==> src/rtl/mdu_pkg.sv <==
// rtl/mdu_pkg.sv - shared op encodings, FSM states and helpers for the multiply/divide unit
// Imported by mult_div_unit and mdu_divider.
package mdu_pkg;

   typedef enum logic [2:0] {
      OP_MULT  = 3'd0,
      OP_MULTU = 3'd1,
      OP_DIV   = 3'd2,
      OP_DIVU  = 3'd3,
      OP_MTHI  = 3'd4,
      OP_MTLO  = 3'd5,
      OP_NOP6  = 3'd6,
      OP_NOP7  = 3'd7
   } mdu_op_t;

   typedef enum logic [1:0] {
      ST_IDLE   = 2'd0,
      ST_CALC   = 2'd1,
      ST_FINISH = 2'd2
   } mdu_state_t;

   function automatic logic op_is_signed(mdu_op_t o);
      return (o == OP_MULT) || (o == OP_DIV);
   endfunction

   function automatic logic op_is_mul(mdu_op_t o);
      return (o == OP_MULT) || (o == OP_MULTU);
   endfunction

endpackage

==> src/rtl/mdu_divider.sv <==
// rtl/mdu_divider.sv - restoring divider, one quotient bit per step, with sign handling
// Works on magnitudes; quotient/remainder signs are applied on the way out.
module mdu_divider
   import mdu_pkg::*;
#(
   parameter int WIDTH = 32
) (
   input  logic             clk_i,
   input  logic             rst_ni,
   input  logic             load_i,
   input  logic             step_i,
   input  logic             signed_i,
   input  logic [WIDTH-1:0] a_i,
   input  logic [WIDTH-1:0] b_i,
   output logic [WIDTH-1:0] quot_o,
   output logic [WIDTH-1:0] rem_o
);

   logic [WIDTH-1:0] quo_q, quo_d, rem_q, rem_d, dvs_q, dvs_d;
   logic             qneg_q, qneg_d, rneg_q, rneg_d, dz_q, dz_d;
   logic             a_neg, b_neg, ge;
   logic [WIDTH:0]   rshift;
   logic [WIDTH-1:0] sub;

   assign a_neg  = signed_i & a_i[WIDTH-1];
   assign b_neg  = signed_i & b_i[WIDTH-1];
   assign rshift = {rem_q, quo_q[WIDTH-1]};
   assign ge     = rshift >= {1'b0, dvs_q};
   // when ge holds the true difference is below the divisor, so the low bits suffice
   assign sub    = rshift[WIDTH-1:0] - dvs_q;

   always_comb begin
      quo_d  = quo_q;
      rem_d  = rem_q;
      dvs_d  = dvs_q;
      qneg_d = qneg_q;
      rneg_d = rneg_q;
      dz_d   = dz_q;
      if (load_i) begin
         quo_d  = a_neg ? -a_i : a_i;
         rem_d  = '0;
         dvs_d  = b_neg ? -b_i : b_i;
         qneg_d = a_neg ^ b_neg;
         rneg_d = a_neg;
         dz_d   = (b_i == '0);
      end else if (step_i) begin
         if (ge) begin
            rem_d = sub;
            quo_d = {quo_q[WIDTH-2:0], 1'b1};
         end else begin
            rem_d = rshift[WIDTH-1:0];
            quo_d = {quo_q[WIDTH-2:0], 1'b0};
         end
      end
   end

   always_ff @(posedge clk_i or negedge rst_ni) begin
      if (!rst_ni) begin
         quo_q  <= '0;
         rem_q  <= '0;
         dvs_q  <= '0;
         qneg_q <= 1'b0;
         rneg_q <= 1'b0;
         dz_q   <= 1'b0;
      end else begin
         quo_q  <= quo_d;
         rem_q  <= rem_d;
         dvs_q  <= dvs_d;
         qneg_q <= qneg_d;
         rneg_q <= rneg_d;
         dz_q   <= dz_d;
      end
   end

   // a zero divisor leaves |a| in the remainder, which the sign fixup turns back into a
   assign quot_o = dz_q ? '1 : (qneg_q ? -quo_q : quo_q);
   assign rem_o  = rneg_q ? -rem_q : rem_q;

endmodule

==> src/rtl/mult_div_unit.sv <==
// rtl/mult_div_unit.sv - iterative HI/LO multiply/divide unit with MTHI/MTLO and abort
// Defining MDU_FAST_MUL_EN swaps the shift-add multiplier for a single-cycle array multiply.
module mult_div_unit
   import mdu_pkg::*;
#(
   parameter int WIDTH = 32,
   parameter int CNT_W = $clog2(WIDTH) + 1
) (
   input  logic             sysclk,
   input  logic             rst,
   input  logic             start,
   input  logic [2:0]       op,
   input  logic [WIDTH-1:0] a,
   input  logic [WIDTH-1:0] b,
   input  logic             abort,
   input  logic             read_req,
   output logic             busy,
   output logic             done,
   output logic             stall_req,
   output logic [WIDTH-1:0] hi,
   output logic [WIDTH-1:0] lo
);

   mdu_state_t         state_q, state_d;
   mdu_op_t            op_q, op_d, op_in;
   logic [CNT_W-1:0]   cnt_q, cnt_d;
   logic [WIDTH-1:0]   mcand_q, mcand_d, hi_q, hi_d, lo_q, lo_d;
   logic [2*WIDTH-1:0] prod_q, prod_d, prod_fin, mul_res;
   logic               mneg_q, mneg_d;
   logic [WIDTH:0]     add_sum;
   logic [WIDTH-1:0]   a_mag, b_mag, quot, rem, res_hi, res_lo;
   logic               sgn_in, div_load, div_step;

   assign op_in   = mdu_op_t'(op);
   assign sgn_in  = op_is_signed(op_in);
   assign a_mag   = (sgn_in && a[WIDTH-1]) ? -a : a;
   assign b_mag   = (sgn_in && b[WIDTH-1]) ? -b : b;
   assign add_sum = {1'b0, prod_q[2*WIDTH-1:WIDTH]} + {1'b0, mcand_q};

`ifdef MDU_FAST_MUL_EN
   assign prod_fin = {{WIDTH{1'b0}}, mcand_q} * {{WIDTH{1'b0}}, prod_q[WIDTH-1:0]};
`else
   assign prod_fin = prod_q;
`endif
   assign mul_res = mneg_q ? -prod_fin : prod_fin;
   assign res_hi  = op_is_mul(op_q) ? mul_res[2*WIDTH-1:WIDTH] : rem;
   assign res_lo  = op_is_mul(op_q) ? mul_res[WIDTH-1:0] : quot;

   mdu_divider #(.WIDTH(WIDTH)) u_div (
      .clk_i    (sysclk),
      .rst_ni   (rst),
      .load_i   (div_load),
      .step_i   (div_step),
      .signed_i (sgn_in),
      .a_i      (a),
      .b_i      (b),
      .quot_o   (quot),
      .rem_o    (rem)
   );

   always_comb begin
      state_d  = state_q;
      op_d     = op_q;
      cnt_d    = cnt_q;
      mcand_d  = mcand_q;
      prod_d   = prod_q;
      mneg_d   = mneg_q;
      hi_d     = hi_q;
      lo_d     = lo_q;
      div_load = 1'b0;
      div_step = 1'b0;
      unique case (state_q)
         ST_IDLE: begin
            if (start && !abort) begin
               unique case (op_in)
                  OP_MULT, OP_MULTU: begin
                     op_d    = op_in;
                     mcand_d = a_mag;
                     prod_d  = {{WIDTH{1'b0}}, b_mag};
                     mneg_d  = sgn_in & (a[WIDTH-1] ^ b[WIDTH-1]);
                     cnt_d   = CNT_W'(WIDTH - 1);
`ifdef MDU_FAST_MUL_EN
                     state_d = ST_FINISH;
`else
                     state_d = ST_CALC;
`endif
                  end
                  OP_DIV, OP_DIVU: begin
                     op_d     = op_in;
                     div_load = 1'b1;
                     cnt_d    = CNT_W'(WIDTH - 1);
                     state_d  = ST_CALC;
                  end
                  OP_MTHI: hi_d = a;
                  OP_MTLO: lo_d = a;
                  default: ;
               endcase
            end
         end
         ST_CALC: begin
            if (abort) begin
               state_d = ST_IDLE;
            end else begin
               if (op_is_mul(op_q)) begin
                  prod_d = prod_q[0] ? {add_sum, prod_q[WIDTH-1:1]}
                                     : {1'b0, prod_q[2*WIDTH-1:1]};
               end else begin
                  div_step = 1'b1;
               end
               if (cnt_q == '0) state_d = ST_FINISH;
               else             cnt_d   = cnt_q - CNT_W'(1);
            end
         end
         // the result is already final here, so a late abort still commits it
         ST_FINISH: begin
            hi_d    = res_hi;
            lo_d    = res_lo;
            state_d = ST_IDLE;
         end
         default: state_d = ST_IDLE;
      endcase
   end

   always_ff @(posedge sysclk or negedge rst) begin
      if (!rst) begin
         state_q <= ST_IDLE;
         op_q    <= OP_MULT;
         cnt_q   <= '0;
         mcand_q <= '0;
         prod_q  <= '0;
         mneg_q  <= 1'b0;
         hi_q    <= '0;
         lo_q    <= '0;
      end else begin
         state_q <= state_d;
         op_q    <= op_d;
         cnt_q   <= cnt_d;
         mcand_q <= mcand_d;
         prod_q  <= prod_d;
         mneg_q  <= mneg_d;
         hi_q    <= hi_d;
         lo_q    <= lo_d;
      end
   end

   assign busy      = (state_q == ST_CALC);
   assign done      = (state_q == ST_FINISH);
   assign stall_req = busy & read_req;
   assign hi        = done ? res_hi : hi_q;
   assign lo        = done ? res_lo : lo_q;

endmodule

==> config.mk <==
export PLATFORM = sky130hd
export DESIGN_NAME = mult_div_unit
export DESIGN_NICKNAME = d
export VERILOG_FILES = /design/src/rtl/mdu_pkg.sv /design/src/rtl/mdu_divider.sv /design/src/rtl/mult_div_unit.sv
export SDC_FILE = /design/constraint.sdc
export NUM_CORES = 1
export LEC_CHECK = 0
export ABC_AREA = 1
export CELL_PAD_IN_SITES_DETAIL_PLACEMENT = 1
export CELL_PAD_IN_SITES_GLOBAL_PLACEMENT = 2
export CORE_ASPECT_RATIO = 2
export CORE_MARGIN = 1
export CORE_UTILIZATION = 36
export DETAILED_ROUTE_END_ITERATION = 7
export PLACE_DENSITY_LB_ADDON = 0.1
export SLEW_MARGIN = 15
export SYNTH_ARGS = -nofsm -noshare
export SYNTH_HDL_FRONTEND = slang
export SYNTH_SLANG_ARGS = --single-unit
==> constraint.sdc <==
create_clock -name sysclk -period 6.89 [get_ports sysclk]
set_input_delay 1.7225 -clock sysclk [delete_from_list [all_inputs] [get_ports sysclk]]
set_output_delay 1.7225 -clock sysclk [all_outputs]
set_load 0.01 [all_outputs]
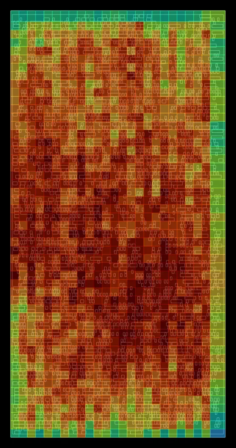
run_1/final_congestion.png
Total Routing Usage GR: 0.427
most crowded layer after global routing: met2
grt met1 use: 0.393
met2 track demand over resource in global routing: 0.723

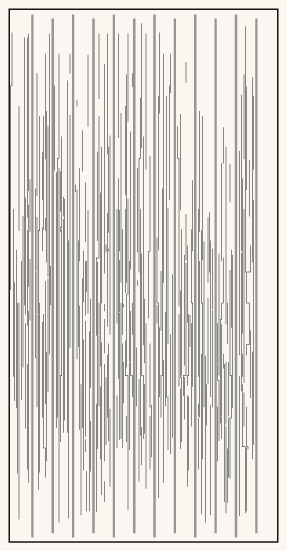
run_1/met4.png
Drawn at 1.5 px/um. Supply wires on this layer in grey.
- share of all routed wire: 14%
- nets with wire on the layer: 204
- wire length on this layer: 18300 um
- main direction: vertical
via count: 26300
final WL: 133000 um

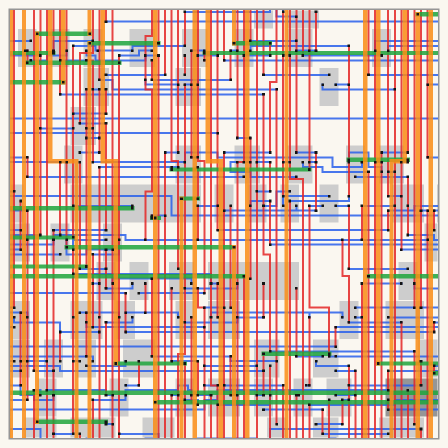
run_1/zoom.png
Region (74, 91) to (104, 121) um. Cells in grey, sequential cells in the stronger grey; small squares are vias.
- met4: orange
- met2: red
- met1: blue
- met3: green
- most frequent: nand2_1 (20), nand3_1 (9), nor2_1 (8)
- cells with their middle in the window: 61
- sequential cells in the window: 0

==> out/qor_table.md, run 1 <==
| Quantity | Value |
|:---|:---|
| H-tree depth reported by CTS | 1 |
| Met3 track demand over resource in global routing | 0.0960 |
| Worst clock skew on the final layout | 0.0140 ns |
| CP Class | flip-flop to output port |
| Maximum achievable frequency | 0.154 GHz |
| Setup slack on the worst flop-to-flop path | 2.83 ns |
| Util after Layout | 0.416 |
| Arrival time reported for the critical path endpoint | 4.76 ns |
| Type of the worst min-delay path | flip-flop to flip-flop |
| Wirelength per Cell | 29.9 um |
| Overflow left after global routing | 0 |
| Fillcell total | 8107 |
| Fraction of registers with async set/reset | 1.00 |
| Clk pwr | 1.77 mW |
| Largest register FFs | 64 |
| Clock transition at the registers of the reported paths | 0.07 ns |
| Setup tns final | 0 ns |
| Number of enable-type register cells in the synthesized netlist | 0 |
| Fraction of area in registers | 0.266 |
| Final hold violation count | 0 |
| Die Ht | 354 um |
| Initial Utilization | 0.366 |
| Required time at the worst-slack endpoint | 5.17 ns |
| Clock buffer count | 35 |
| Logic share of the area | 0.537 |
| Layout non-clock buf frac | 0.0636 |
| Commonest cells post-synth | 1080 x nand2_1, 490 x nor2_1, 355 x inv_1 |
| Repair and plain buffers | 165 |
| Pwr top | combinational cells |
| Power share of the clock group | 0.183 |
| Launch instance of the worst min-delay path | mcand_q[3]$_DFFE_PN0P_ |
| Combinational-cell power consumption | 5.29 mW |
| Cell at the root of the clock tree | clkbuf_16 |
| Sw frac | 0.529 |
| Top routing layer in use | met5 |
| Combinational cell area excluding buffers and inverters | 13600 um2 |
| Core Region | 61000 um2 |
| # IOs | 139 |
| Post-CTS resize count | 0 |
| Power per unit of standard cell area | 381 nW/um2 |
| Critical Path Sink Type | output port |
| Crit path depth | 12 |
| Run status | finished, final reports clean |
| Simple-gate share of the synthesized area | 0.373 |
| Clock network latency to the later pin of the worst-skew pair | 0.63 ns |
| Critical path buffers and inverters | 2 |
| Via count of the first global-routing pass | 27900 |
| Origin of the worst setup path | u_div.quo_q[0]$_DFFE_PN0P_ |
| Number of flip-flops and latches | 270 |
| Number of DRC markers in iteration 0 | 1814 |
| Total nets after synthesis | 3720 |
| Dominant cell type by area after synthesis | dfrtp_1 |
| RSZ-0062 raised after global routing | no |
| Instance tally after logic synthesis | 3575 |
| Placement Cell Area | 24400 um2 |
| Peak fanout along the critical path | 8 |
| Antenna violations before repair | 9 |
| Multi-input combinational cell count | 2815 |
| Number of pins with negative max-slew slack in the final report | 0 |
| Worst slew slack as a fraction of its limit | 0.170 |
| DRC violations left | 0 |
| Commonest non-fill, non-tap cells in the layout | 1080 x nand2_1, 486 x nor2_1, 354 x inv_1 |
| Most used cell, CP | nand2_1 |
| Unique cell types | 51 |
| Average instance area after synthesis | 6.24 um2 |
| Length of routed met3 wiring | 8160 um |
| Pin count of the biggest net entering global routing | 136 |
| Min setup slack post-route | 0.406 ns |
| Total number of tap cells | 780 |
| Cell depth of the worst min-delay path | 2 |
| Post-synthesis share of cell area spent on full adders, half adders and majority gates | 0.0416 |
run_1/gate_families.png
Drawn at 2 px/um.
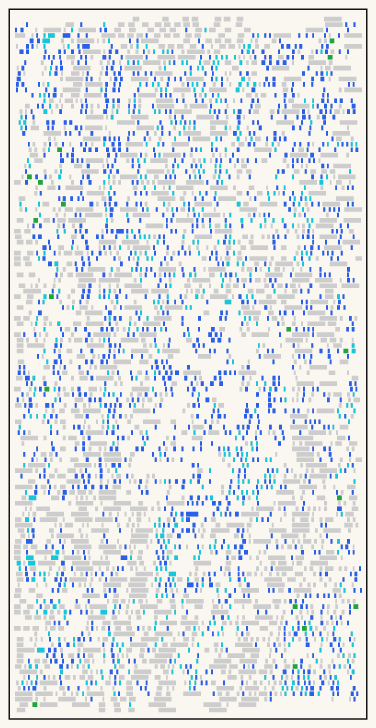

## Run 2: what changed since run 1
Settings changed: CTS_CLUSTER_DIAMETER set to 50.
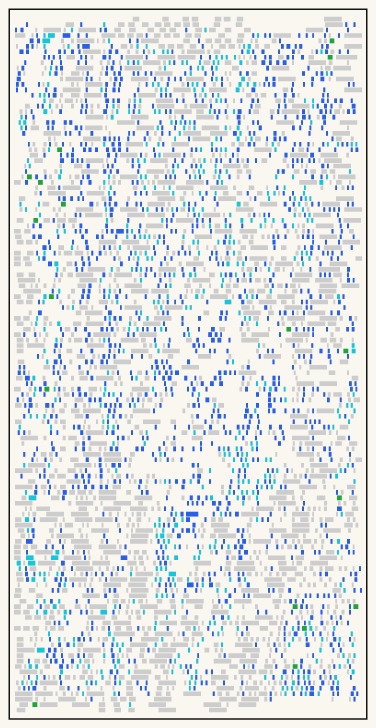
run_2/gate_families.png
Drawn at 2 px/um.
- AND-OR and OR-AND gates: green (cells 17; where widely spread)
- NAND gates: blue (cells 1464; where widely spread)
- NOR gates: cyan (cells 545; where widely spread)
number of standard cells in the final layout excluding fillers: 4458
most frequent logic cell in the layout: nand2_1
logic share of the area: 0.534

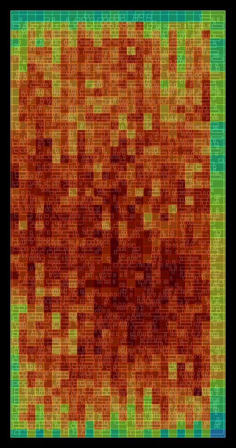
run_2/final_congestion.png
grt met1 use: 0.399
met2 track demand over resource in global routing: 0.735

==> run 2 against run 1 <==
Effect of this change:
- worst hold slack improved by 0.0017 ns
- via count rose by 0.10%
- total power rose by 2.4%
- sequential share of layout area fell by 0.17 points
- final cell count barely moved
- critical path type unchanged
- fmax rose by 0.14%
- critical endpoint unchanged
- largest power group unchanged
==> out/qor_table.md, run 2 <==
| Quantity | Value |
|:---|:---|
| Placement Cell Area | 24400 um2 |
| Most crowded layer after global routing | met2 |
| Critical path buffers and inverters | 2 |
| Initial Utilization | 0.366 |
| Peak fanout along the critical path | 8 |
| Repair and plain buffers | 165 |
| Simple-gate share of the synthesized area | 0.373 |
| Run status | finished, final reports clean |
| Arrival time reported for the critical path endpoint | 4.75 ns |
| Met3 track demand over resource in global routing | 0.0924 |
| Wirelength per Cell | 30.0 um |
| Number of flip-flops and latches | 270 |
| Instance tally after logic synthesis | 3575 |
| Overflow left after global routing | 0 |
| Worst slew slack as a fraction of its limit | 0.114 |
| Type of the worst min-delay path | flip-flop to flip-flop |
| Clock buffer count | 43 |
| Most used cell, CP | nand2_1 |
| Commonest cells post-synth | 1080 x nand2_1, 490 x nor2_1, 355 x inv_1 |
| Fraction of area in registers | 0.265 |
| Final hold violation count | 0 |
| Worst clock skew on the final layout | 0.0315 ns |
| Sw frac | 0.524 |
| Multi-input combinational cell count | 2815 |
| Top routing layer in use | met5 |
| Total nets after synthesis | 3720 |
| Average instance area after synthesis | 6.24 um2 |
| Combinational-cell power consumption | 5.30 mW |
| Antenna violations before repair | 2 |
| Clock network latency to the later pin of the worst-skew pair | 0.57 ns |
| RSZ-0062 raised after global routing | no |
| Cell at the root of the clock tree | clkbuf_16 |
| Fillcell total | 8099 |
| Total number of tap cells | 780 |
| Power share of the clock group | 0.200 |
| Crit path depth | 12 |
| Origin of the worst setup path | u_div.quo_q[0]$_DFFE_PN0P_ |
| Die Ht | 354 um |
| Core Region | 61000 um2 |
| Number of pins with negative max-slew slack in the final report | 0 |
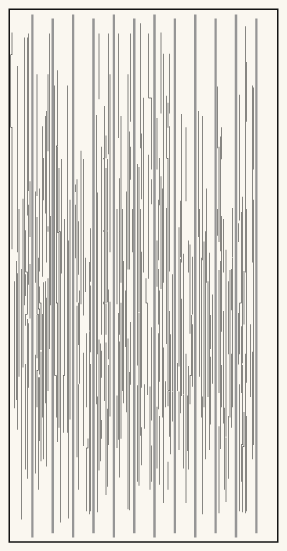
run_2/met4.png
Drawn at 1.5 px/um. Supply wires on this layer in grey.
- share of all routed wire: 13%
- wire length on this layer: 17900 um
- longest straight run: 231 um
- main direction: vertical
final WL: 134000 um
via count: 26300

run_2/wire_density.png
Drawn at 1.5 px/um. 18 x 35 tiles, from white (low) to dark blue (high), scaled to the fullest tile. Values are wire area over tile area, all layers added.
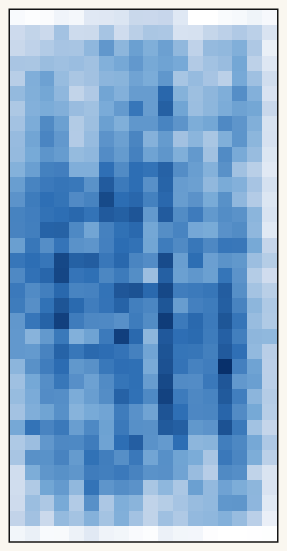

## Run 3: what changed since run 2
Settings changed: CORE_MARGIN 1 to 5, SLEW_MARGIN 15 to 25.
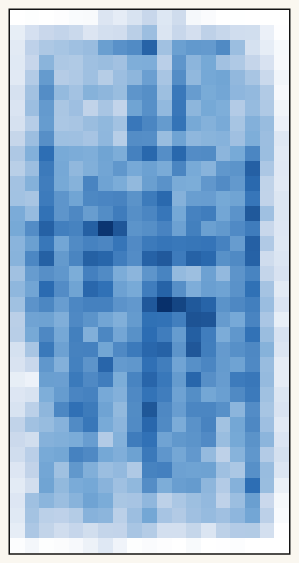
run_3/wire_density.png
Drawn at 1.5 px/um. 19 x 36 tiles, from white (low) to dark blue (high), scaled to the fullest tile. Values are wire area over tile area, all layers added.
- tiles over half the peak: 48%
- densest ninth of the die: centre
- fullest tile: 0.75
- nearly empty tiles: 3.4%
- mean over tiles: 0.35
via count: 26100
Total Routing Usage GR: 0.390
Wirelength per Cell: 29.8 um

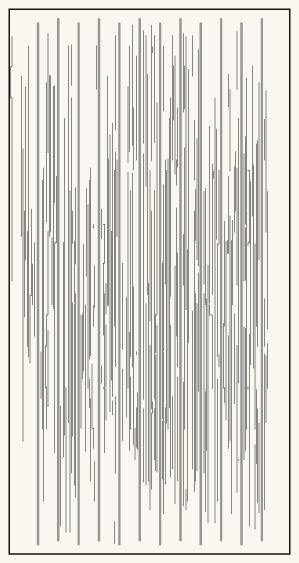
run_3/met4.png
Drawn at 1.5 px/um. Supply wires on this layer in grey.
final WL: 133000 um

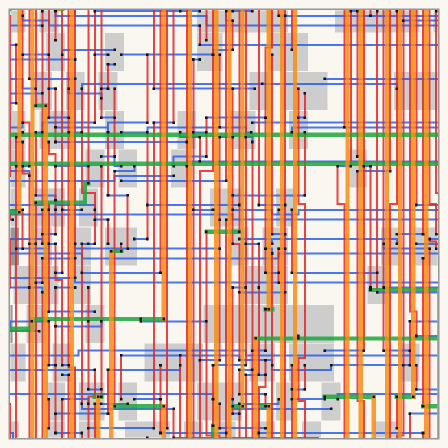
run_3/zoom.png
Region (78, 94) to (108, 124) um. Cells in grey, sequential cells in the stronger grey; small squares are vias.
- met4: orange
- met2: red
- met1: blue
- met3: green
- sequential cells in the window: 0
- most frequent: nand2_1 (19), nor2_1 (9)
- cells with their middle in the window: 53

==> run 3 against run 2 <==
Effect of this change:
- combinational power is 0.9% lower
- critical path type unchanged
- largest cell class unchanged
- sequential share of layout area is 0.085 points lower
- synthesized cell count stayed put
- clock skew is 0.0057 ns higher
- largest power group unchanged
==> out/qor_table.md, run 3 <==
| Quantity | Value |
|:---|:---|
| Maximum number of buffers from clock root to sink | 3 |
| Most instantiated flip-flop cell in the synthesis netlist | dfrtp_1 |
| TritonCTS buffer count | 35 |
| Commonest cells post-synth | 1080 x nand2_1, 490 x nor2_1, 355 x inv_1 |
| Clock network latency to the later pin of the worst-skew pair | 0.58 ns |
| Launch instance of the worst min-delay path | mcand_q[24]$_DFFE_PN0P_ |
| Instance tally after logic synthesis | 3575 |
| Grt met1 use | 0.365 |
| Number of flip-flops and latches | 270 |
| Worst clock skew on the final layout | 0.0372 ns |
| Number of DRC markers in iteration 0 | 1914 |
| Clock transition at the registers of the reported paths | 0.07 ns |
| Unique cell types | 51 |
| Count of non-CTS inverters in the layout | 366 |
| Power Internal | 4.81 mW |
| Average instance area after synthesis | 6.24 um2 |
| Commonest non-fill, non-tap cells in the layout | 1080 x nand2_1, 486 x nor2_1, 354 x inv_1 |
| # IOs | 139 |
| Repair and plain buffers | 165 |
| Largest register FFs | 64 |
| Pin count of the biggest net entering global routing | 134 |
| Top routing layer in use | met5 |
| Terminating pin of the worst hold path | mcand_q[24]$_DFFE_PN0P_ |
| Most frequent logic cell in the layout | nand2_1 |
| Largest non-sequential cell family by area | simple AND/OR/NAND/NOR gates |
| DRC violations left | 0 |
| Shortest period the worst path allows | 5.82 ns |
| Overflow left after global routing | 0 |
| Via count of the first global-routing pass | 27800 |
| Arrival time reported for the critical path endpoint | 4.09 ns |
| Post-CTS resize count | 0 |
| Crit path depth | 7 |
| Initial Utilization | 0.362 |
| Yosys Warn Count | 0 |
| Fillcell total | 8141 |
| Util after Layout | 0.416 |
| Cell at the root of the clock tree | clkbuf_16 |
| Worst slew slack as a fraction of its limit | 0.263 |
| Core Region | 61700 um2 |
| Origin of the worst setup path | mneg_q$_DFFE_PN0P_ |
| Cell depth of the worst min-delay path | 2 |
| Antenna violations before repair | 4 |
| Number of nets at the end of the flow | 3798 |
| Number of standard cells in the final layout excluding fillers | 4469 |
| Most used cell, CP | nand2_1 |
| Clock buffer count | 47 |
| Simple-gate share of the synthesized area | 0.373 |
| Min setup slack post-route | 1.07 ns |
| Total nets after synthesis | 3720 |
| Met3 track demand over resource in global routing | 0.0564 |
| Maximum achievable frequency | 0.172 GHz |
| Post-synthesis share of cell area spent on full adders, half adders and majority gates | 0.0416 |
| Final hold violation count | 0 |
| Setup slack on the worst flop-to-flop path | 2.98 ns |
| Met2 track demand over resource in global routing | 0.678 |
| Syn-to-layout area delta | 14.9% |
| CP Class | flip-flop to output port |
| Logic share of the area | 0.532 |
| Combinational cell area excluding buffers and inverters | 13600 um2 |
| Dominant cell type by area after synthesis | dfrtp_1 |
| Cell family with most CP delay | AND-OR/OR-AND gates |
| Fraction of registers with async set/reset | 1.00 |
| Multi-input combinational cell count | 2815 |
| Length of routed met3 wiring | 6180 um |
| Critical path buffers and inverters | 2 |
| Number of enable-type register cells in the synthesized netlist | 0 |
| Combinational-cell power consumption | 5.25 mW |
| Placement Cell Area | 24400 um2 |
| Power share of the clock group | 0.210 |
| H-tree depth reported by CTS | 2 |
| Total number of tap cells | 786 |
| Post-route cell area | 25600 um2 |
| CP peak stage delay | 0.97 ns |
| Pwr top | combinational cells |
| Power per unit of standard cell area | 387 nW/um2 |
| Fraction of area in registers | 0.264 |
| Peak fanout along the critical path | 44 |
| Setup tns final | 0 ns |
| Required time at the worst-slack endpoint | 5.17 ns |
| Die Ht | 362 um |
| Clk pwr | 2.08 mW |
| RSZ-0062 raised after global routing | no |
| Run status | finished, final reports clean |
| Layout non-clock buf frac | 0.0625 |
| Sw frac | 0.515 |
| Type of the worst min-delay path | flip-flop to flip-flop |
| Number of pins with negative max-slew slack in the final report | 0 |
| Most crowded layer after global routing | met2 |
| Critical Path Sink Type | output port |
Power and IR drop assume default switching activity.
